`src/rtl/ls11_vector_sequencer.sv`:
```
// ls11_vector_sequencer
// ---------------------------------------------------------------------------
// Clocked stimulus-and-check stage for an SN74LS11 triple 3-input AND block.
// It walks idx 0..7, drives all three gates from idx, and holds each vector
// for HOLD_CYCLES cycles. On the last hold cycle it samples 1Y/2Y/3Y and
// compares them with the AND of the registered drives. It reports
// busy/done/pass and a saturating mismatch count.
//
// Ports:
//   clk, reset            rising-edge clock, synchronous active-high reset
//   start                 one-cycle run request, honoured in IDLE only
//   out_{1,2,3}{A,B,C}    registered gate drives
//   in_{1,2,3}Y           gate outputs returned by the AND block
//   busy                  high while vectors are being driven
//   done                  one-cycle completion pulse
//   pass                  last completed run had no mismatches
//   err_cnt               mismatches in the last/current run (saturating)
//   state_dbg             FSM state (0 IDLE, 1 DRIVE, 2 DONE)
//   fail_idx, fail_gate   first mismatch idx / gate (1..3); present only
//                         when LS11_SEQ_FIRST_FAIL_EN is defined
//
// Handshake: start is a level sampled on every rising edge while in IDLE;
// there is no ready/acknowledge, and busy is the only flow indicator.
// A start seen in DRIVE or DONE is dropped, not queued.
// ---------------------------------------------------------------------------
module ls11_vector_sequencer #(
    parameter int HOLD_CYCLES = 4,
    parameter int ERR_W       = 5
) (
    input  logic             clk,
    input  logic             reset,
    input  logic             start,
    output logic             out_1A,
    output logic             out_1B,
    output logic             out_1C,
    output logic             out_2A,
    output logic             out_2B,
    output logic             out_2C,
    output logic             out_3A,
    output logic             out_3B,
    output logic             out_3C,
    input  logic             in_1Y,
    input  logic             in_2Y,
    input  logic             in_3Y,
    output logic             busy,
    output logic             done,
    output logic             pass,
    output logic [ERR_W-1:0] err_cnt,
`ifdef LS11_SEQ_FIRST_FAIL_EN
    output logic [2:0]       fail_idx,
    output logic [1:0]       fail_gate,
`endif
    output logic [1:0]       state_dbg
);

    typedef enum logic [1:0] {
        S_IDLE  = 2'd0,
        S_DRIVE = 2'd1,
        S_DONE  = 2'd2
    } state_t;

    localparam logic [7:0]       HOLD_LAST = 8'(HOLD_CYCLES - 1);
    localparam logic [ERR_W-1:0] ERR_MAX   = {ERR_W{1'b1}};

    state_t     state;
    state_t     state_nxt;
    logic [2:0] idx;
    logic [7:0] hold;
    logic [8:0] drv;       // {g1 ABC, g2 ABC, g3 ABC}
    logic [8:0] drv_nxt;   // drives for idx+1
    logic [2:0] idx_inc;
    logic       cmp_now;
    logic       last_vec;
    logic       mis1, mis2, mis3;
    logic [ERR_W+1:0] err_sum;
    logic [ERR_W-1:0] err_sat;

    assign state_dbg = state;

    assign {out_1A, out_1B, out_1C, out_2A, out_2B, out_2C,
            out_3A, out_3B, out_3C} = drv;

    // Vector mapping: gate1 = idx, gate2 = ~idx, gate3 = idx rotated left.
    function automatic logic [8:0] map_vec(input logic [2:0] v);
        return {v, ~v, v[1:0], v[2]};
    endfunction

    assign idx_inc  = idx + 3'd1;
    assign drv_nxt  = map_vec(idx_inc);
    assign cmp_now  = (state == S_DRIVE) && (hold == HOLD_LAST);
    assign last_vec = (idx == 3'd7);

    // Compare against the registered drives, which are what the gates see.
    assign mis1 = in_1Y != (&drv[8:6]);
    assign mis2 = in_2Y != (&drv[5:3]);
    assign mis3 = in_3Y != (&drv[2:0]);

    assign err_sum = {2'b00, err_cnt} + (ERR_W+2)'(mis1)
                   + (ERR_W+2)'(mis2) + (ERR_W+2)'(mis3);
    assign err_sat = (err_sum > {2'b00, ERR_MAX}) ? ERR_MAX : err_sum[ERR_W-1:0];

    // State register
    always_ff @(posedge clk) begin
        if (reset) state <= S_IDLE;
        else       state <= state_nxt;
    end

    // Next-state logic
    always_comb begin
        state_nxt = state;
        case (state)
            S_IDLE:  if (start) state_nxt = S_DRIVE;
            S_DRIVE: if (cmp_now && last_vec) state_nxt = S_DONE;
            S_DONE:  state_nxt = S_IDLE;
            default: state_nxt = S_IDLE;
        endcase
    end

    // Registered outputs and datapath
    always_ff @(posedge clk) begin
        if (reset) begin
            idx     <= 3'd0;
            hold    <= 8'd0;
            drv     <= 9'd0;
            busy    <= 1'b0;
            done    <= 1'b0;
            pass    <= 1'b0;
            err_cnt <= '0;
        end else begin
            done <= 1'b0;
            case (state)
                S_IDLE: begin
                    drv <= 9'd0;
                    if (start) begin
                        idx     <= 3'd0;
                        hold    <= 8'd0;
                        err_cnt <= '0;
                        pass    <= 1'b0;
                        busy    <= 1'b1;
                        drv     <= map_vec(3'd0);
                    end
                end
                S_DRIVE: begin
                    hold <= hold + 8'd1;
                    if (cmp_now) begin
                        err_cnt <= err_sat;
                        hold    <= 8'd0;
                        if (last_vec) begin
                            busy <= 1'b0;
                            drv  <= 9'd0;
                        end else begin
                            idx <= idx_inc;
                            drv <= drv_nxt;
                        end
                    end
                end
                S_DONE: begin
                    // err_cnt is final here; done and pass appear together.
                    done <= 1'b1;
                    pass <= (err_cnt == '0);
                    drv  <= 9'd0;
                end
                default: drv <= 9'd0;
            endcase
        end
    end

`ifdef LS11_SEQ_FIRST_FAIL_EN
    logic fail_seen;

    always_ff @(posedge clk) begin
        if (reset) begin
            fail_seen <= 1'b0;
            fail_idx  <= 3'd0;
            fail_gate <= 2'd0;
        end else if (state == S_IDLE && start) begin
            fail_seen <= 1'b0;
            fail_idx  <= 3'd0;
            fail_gate <= 2'd0;
        end else if (cmp_now && !fail_seen && (mis1 || mis2 || mis3)) begin
            fail_seen <= 1'b1;
            fail_idx  <= idx;
            fail_gate <= mis1 ? 2'd1 : (mis2 ? 2'd2 : 2'd3);
        end
    end
`endif

endmodule
```
`config.mk`:
```
export PLATFORM = sky130hd
export DESIGN_NAME = ls11_vector_sequencer
export DESIGN_NICKNAME = d
export VERILOG_FILES = /design/src/rtl/ls11_vector_sequencer.sv
export SDC_FILE = /design/constraint.sdc
export NUM_CORES = 1
export LEC_CHECK = 0
export ABC_AREA = 1
export CORE_MARGIN = 1
export CORE_UTILIZATION = 47
export DETAILED_ROUTE_END_ITERATION = 8
export GPL_TIMING_DRIVEN = 0
export HOLD_SLACK_MARGIN = 0.02
export PLACE_DENSITY = 0.81
export SYNTH_ARGS = -nofsm -noshare
export SYNTH_HDL_FRONTEND = slang
export SYNTH_SLANG_ARGS = --single-unit
```
`constraint.sdc`:
```
create_clock -name clk -period 2.4 [get_ports clk]
set_clock_uncertainty 0.15 [all_clocks]
set_input_delay 0.48 -clock clk [delete_from_list [all_inputs] [get_ports clk]]
set_output_delay 0.48 -clock clk [all_outputs]
set_load 0.02 [all_outputs]
```
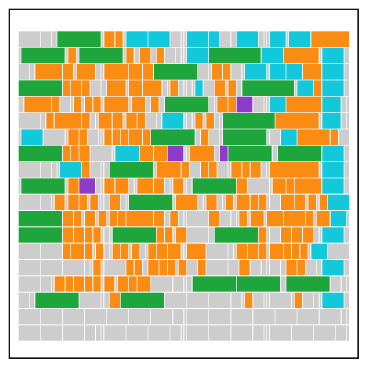
cell_classes.png
Drawn at 6 px/um. Fill, decap, tap and diode cells in gray.
color	class	cells	share of their area
cyan	other buffers and delay cells	34	17%
orange	all other logic	166	51%
purple	clock drivers and dummy loads	4	1.5%
green	flip-flops	27	30%

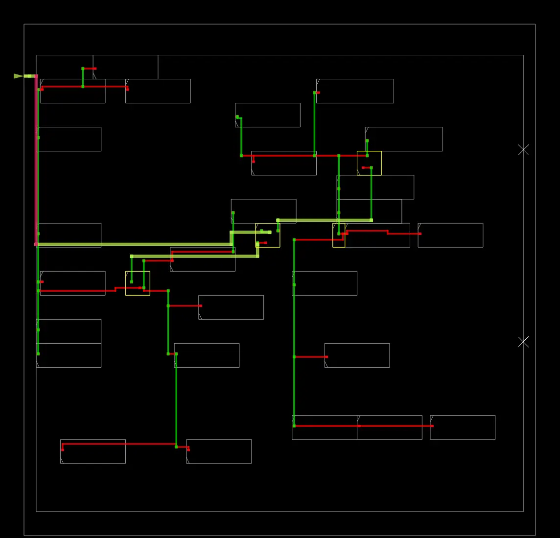
final_clocks.png
clock distribution power: 0.191 mW
clk_lat worst skew: 0.32 ns
clk sinks: 27

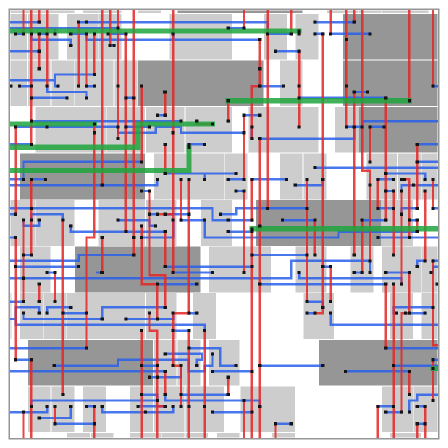
zoom.png
Region (16, 16) to (41, 41) um. Cells in gray, sequential cells in the stronger gray; small squares are vias.
color	layer
blue	met1
red	met2
green	met3
netlist names of flops here include	`hold` (3), `err_cnt` (2)
cells with their middle in the window	65
sequential cells in the window	9
most frequent	nand2_1 (10)

==> results.py <==
# Metrics from the implementation run
metrics = {
    "critical_path": {
        "worstSetupPathType": "reg -> reg",
        "cp_data_arrival_time_ns": 2.49,
        "crit_fanout": 2,
        "crit_path_start_kind": "flip-flop",
        "worstPathRequired_ns": 2.50,
        "cp-end-kind": "flip-flop",
    },
    "timing": {
        "timing.final.crit_share_pct": 99.6,
        "slew_viol_final": 0,
        "hold_viol": 0,
        "fin_setup_tns_ns": 0,
        "fin_crit_ns": 2.39,
        "fin_hold_ws_ns": 0.278,
        "setup_violations": 0,
        "tightest_slew_ns": 0.482,
        "fin_ws_ns": 0.00845,
        "slew_headroom_pct": 67.9,
        "fmax_mhz": 418,
        "rsz0062_at_grt": "yes",
    },
    "route": {
        "drc_errors": 2,
        "routed_wl_um": 3090,
        "wl_per_cell_um": 11.8,
        "via_count": 1334,
        "ant_nets": 0,
        "via_per_inst": 5.09,
        "drt_iter0_markers": 76,
        "drt-pass1-iter-count": 6,
    },
    "die": {
        "initial_utilization_pct": 51.5,
        "rows": 19,
        "core-area_um2": 2850,
        "dieArea_um2": 3350,
        "die_w_um": 57.9,
        "ios": 25,
        "die_h_um": 57.9,
    },
    "hold_path": {
        "hold_path.class": "in -> reg",
    },
    "clock_network": {
        "cts_buffers": 3,
        "tritoncts": "yes",
        "cts_htree_levels": 1,
        "path_clk_slew_ns": 0.14,
        "clock_path_buffers": 2,
        "clockRootBuffer": "clkbuf_4",
    },
    "run_status": {
        "status": "finished with violations",
        "violations": "design-rule violations",
    },
    "final_layout": {
        "syn2layout_area_growth_pct": 26.0,
        "layout_top_cell": "nand2_1",
        "antenna_cells": 0,
        "drive_gt1_share_pct": 18.2,
        "lay_top_cells": "44 x nand2_1, 24 x dfxtp_1, 22 x inv_1, 21 x clkdlybuf4s50_1, 18 x a21oi_1",
        "fin_nets": 246,
    },
    "grt": {
        "grt_max_degree": 15,
        "grt_pass1_wl_um": 5190,
        "grt_pass1_vias": 1231,
        "overflow": 0,
        "antenna_found_initial": 0,
        "grt_usage_pct": 20.1,
    },
    "logic_synthesis": {
        "synth_stat.cells": 199,
        "syn-num-nets": 213,
        "ys.flops": 27,
        "yosysChipArea_um2": 1470,
        "postSynthSeqShare_pct": 36.8,
        "yosys_warnings": 0,
        "ys_top_cells_by_area": "dfxtp_1 37%, nand2_1 11%, nand3_1 6.5%, a21oi_1 6.1%, inv_1 5.9%",
        "top_area_share_pct": 36.8,
        "syn_inst": 199,
        "ys_types": 30,
        "largest_area_cell": "dfxtp_1",
        "synth_area_um2": 1470,
        "synth.avg_cell_area_um2": 7.38,
    },
    "job": {
        "warnings": 28,
        "cap_violations": 0,
    },
    "pwr": {
        "p_leak_nw": 0.737,
        "p_per_area_nw_per_um2": 442,
        "finalPower_mw": 0.818,
        "ir_worst_vdd_v": 0.000377,
    },
    "placed_design": {
        "portBuffers": 23,
        "dp_hpwl_um": 2300,
        "post-place-ws_ns": -0.607,
        "gp_congestion": 0.864,
    },
}
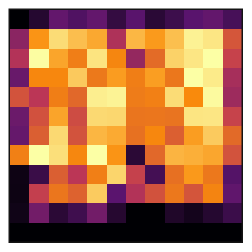
density.png
Drawn at 4 px/um. 12 x 12 tiles, from black (low) to pale yellow (high), 0 to 100% covered.
nearly empty tiles	10%
mean over tiles	54%
emptiest ninth of the die	bottom left

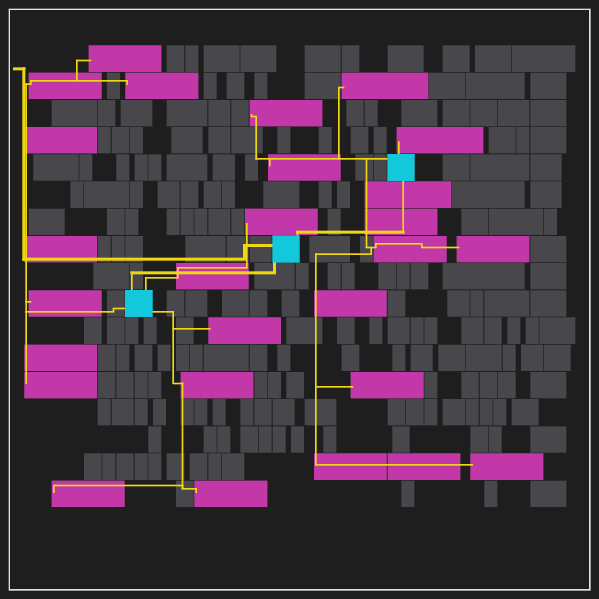
clock_map.png
Drawn at 10 px/um.
[magenta] flip-flops | count: 27
[yellow] clock wires | length: 298 um
[cyan] cells driving clock nets | count: 3
flops lie	all over the die
routed clock nets	4

-- cell type report --
type                       instances  area [um^2]
fill                             252         1000
multi-input combinational        138          821
sequential                        27          552
timing repair buffer              28          265
inverter                          28          105
buffer                             6         42.5
tap                               31         38.8
clock buffer                       4         26.3
-- power breakdown --
part,internal [mW],switching (mW)
clock network,0.0651,0.126
logic,0.0635,0.0929
registers,0.460,0.0113
total,0.588,0.230
-- Yosys cell counts (all sizes together) --
library cell / number
nand2: 50
inv: 28
dfxtp: 27
a21oi: 19
nand3: 19
nor2: 12
o21ai: 10
nand4: 7
ha: 6
buf: 5
nor3: 3
xor2: 3
a31oi: 2
fa: 2
clkbuf: 1
nor4: 1
o211ai: 1
o21a: 1
o22ai: 1
xnor2: 1
-- critical path, stage by stage, from the launching register on --
cell,delay (ns)
dfxtp_4,0.38
nand3_4,0.10
xor2_2,0.17
fa_1,0.47
inv_1,0.07
ha_2,0.19
inv_2,0.05
fa_2,0.34
inv_1,0.06
nor2_1,0.03
o211ai_1,0.17
nand2_1,0.07
o21ai_0,0.07
-- timing repair --
| action | 4_1_cts | 5_1_grt |
|---|---|---|
| setup buffers | 4 | 1 |
| setup endpoints to repair | 4 | 4 |
| hold buffers | 0 | 0 |
| gates resized | 6 | 4 |
| pin swaps | 4 | 0 |
-- cell families after synthesis --
group / after synthesis / share of synthesized area [%]
XOR/XNOR: 4 / 2.39
buffers and inverters: 34 / 10.1
AND/OR/NAND/NOR: 92 / 30.0
AND-OR/OR-AND: 34 / 12.9
flip-flops: 27 / 36.8
adder cells (fa/ha/maj): 8 / 7.84
-- worst paths after layout --
| kind | start | endpoint | slack [ns] | cells after the start |
|---|---|---|---|---|
| setup / recovery | drv[7] | err_cnt[2] | 0.008 | 12 |
| hold / removal | reset | drv[3] | 0.28 | 2 |
| setup reg to reg | drv[7] | err_cnt[2] | 0.008 | 12 |
| hold reg to reg | idx[1] | idx[1] | 0.33 | 2 |
-- sequential cells by signal, indices dropped and copies added, names as in the netlist --
register   count
state_dbg      2
idx            3
hold           8
done           1
err_cnt        5
busy           1
drv            6
pass           1
-- per-layer routing --
layer / vias to the layer above / share of wire [%] / GRT usage [%]
li1: 714 / - / -
met1: 581 / 50 / 26.4
met2: 37 / 44 / 32.8
met3: 2 / 5.5 / 4.91
met4: 0 / 0.61 / 6.12
met5: - / 0 / 0
-- per-stage QoR --
| stage | cell area [um^2] | util [%] | std cells |
|---|---|---|---|
| floorplan | 1490 | - | 199 |
| global route | 1850 | 64.9 | 262 |
| detailed placement | 1760 | 61.6 | 253 |
| finish | 1850 | 64.9 | 262 |
| global placement | 1760 | 61.6 | 253 |
| CTS | 1830 | 64.2 | 261 |
Power figures rest on the tool's default switching activity, not on a simulated workload.
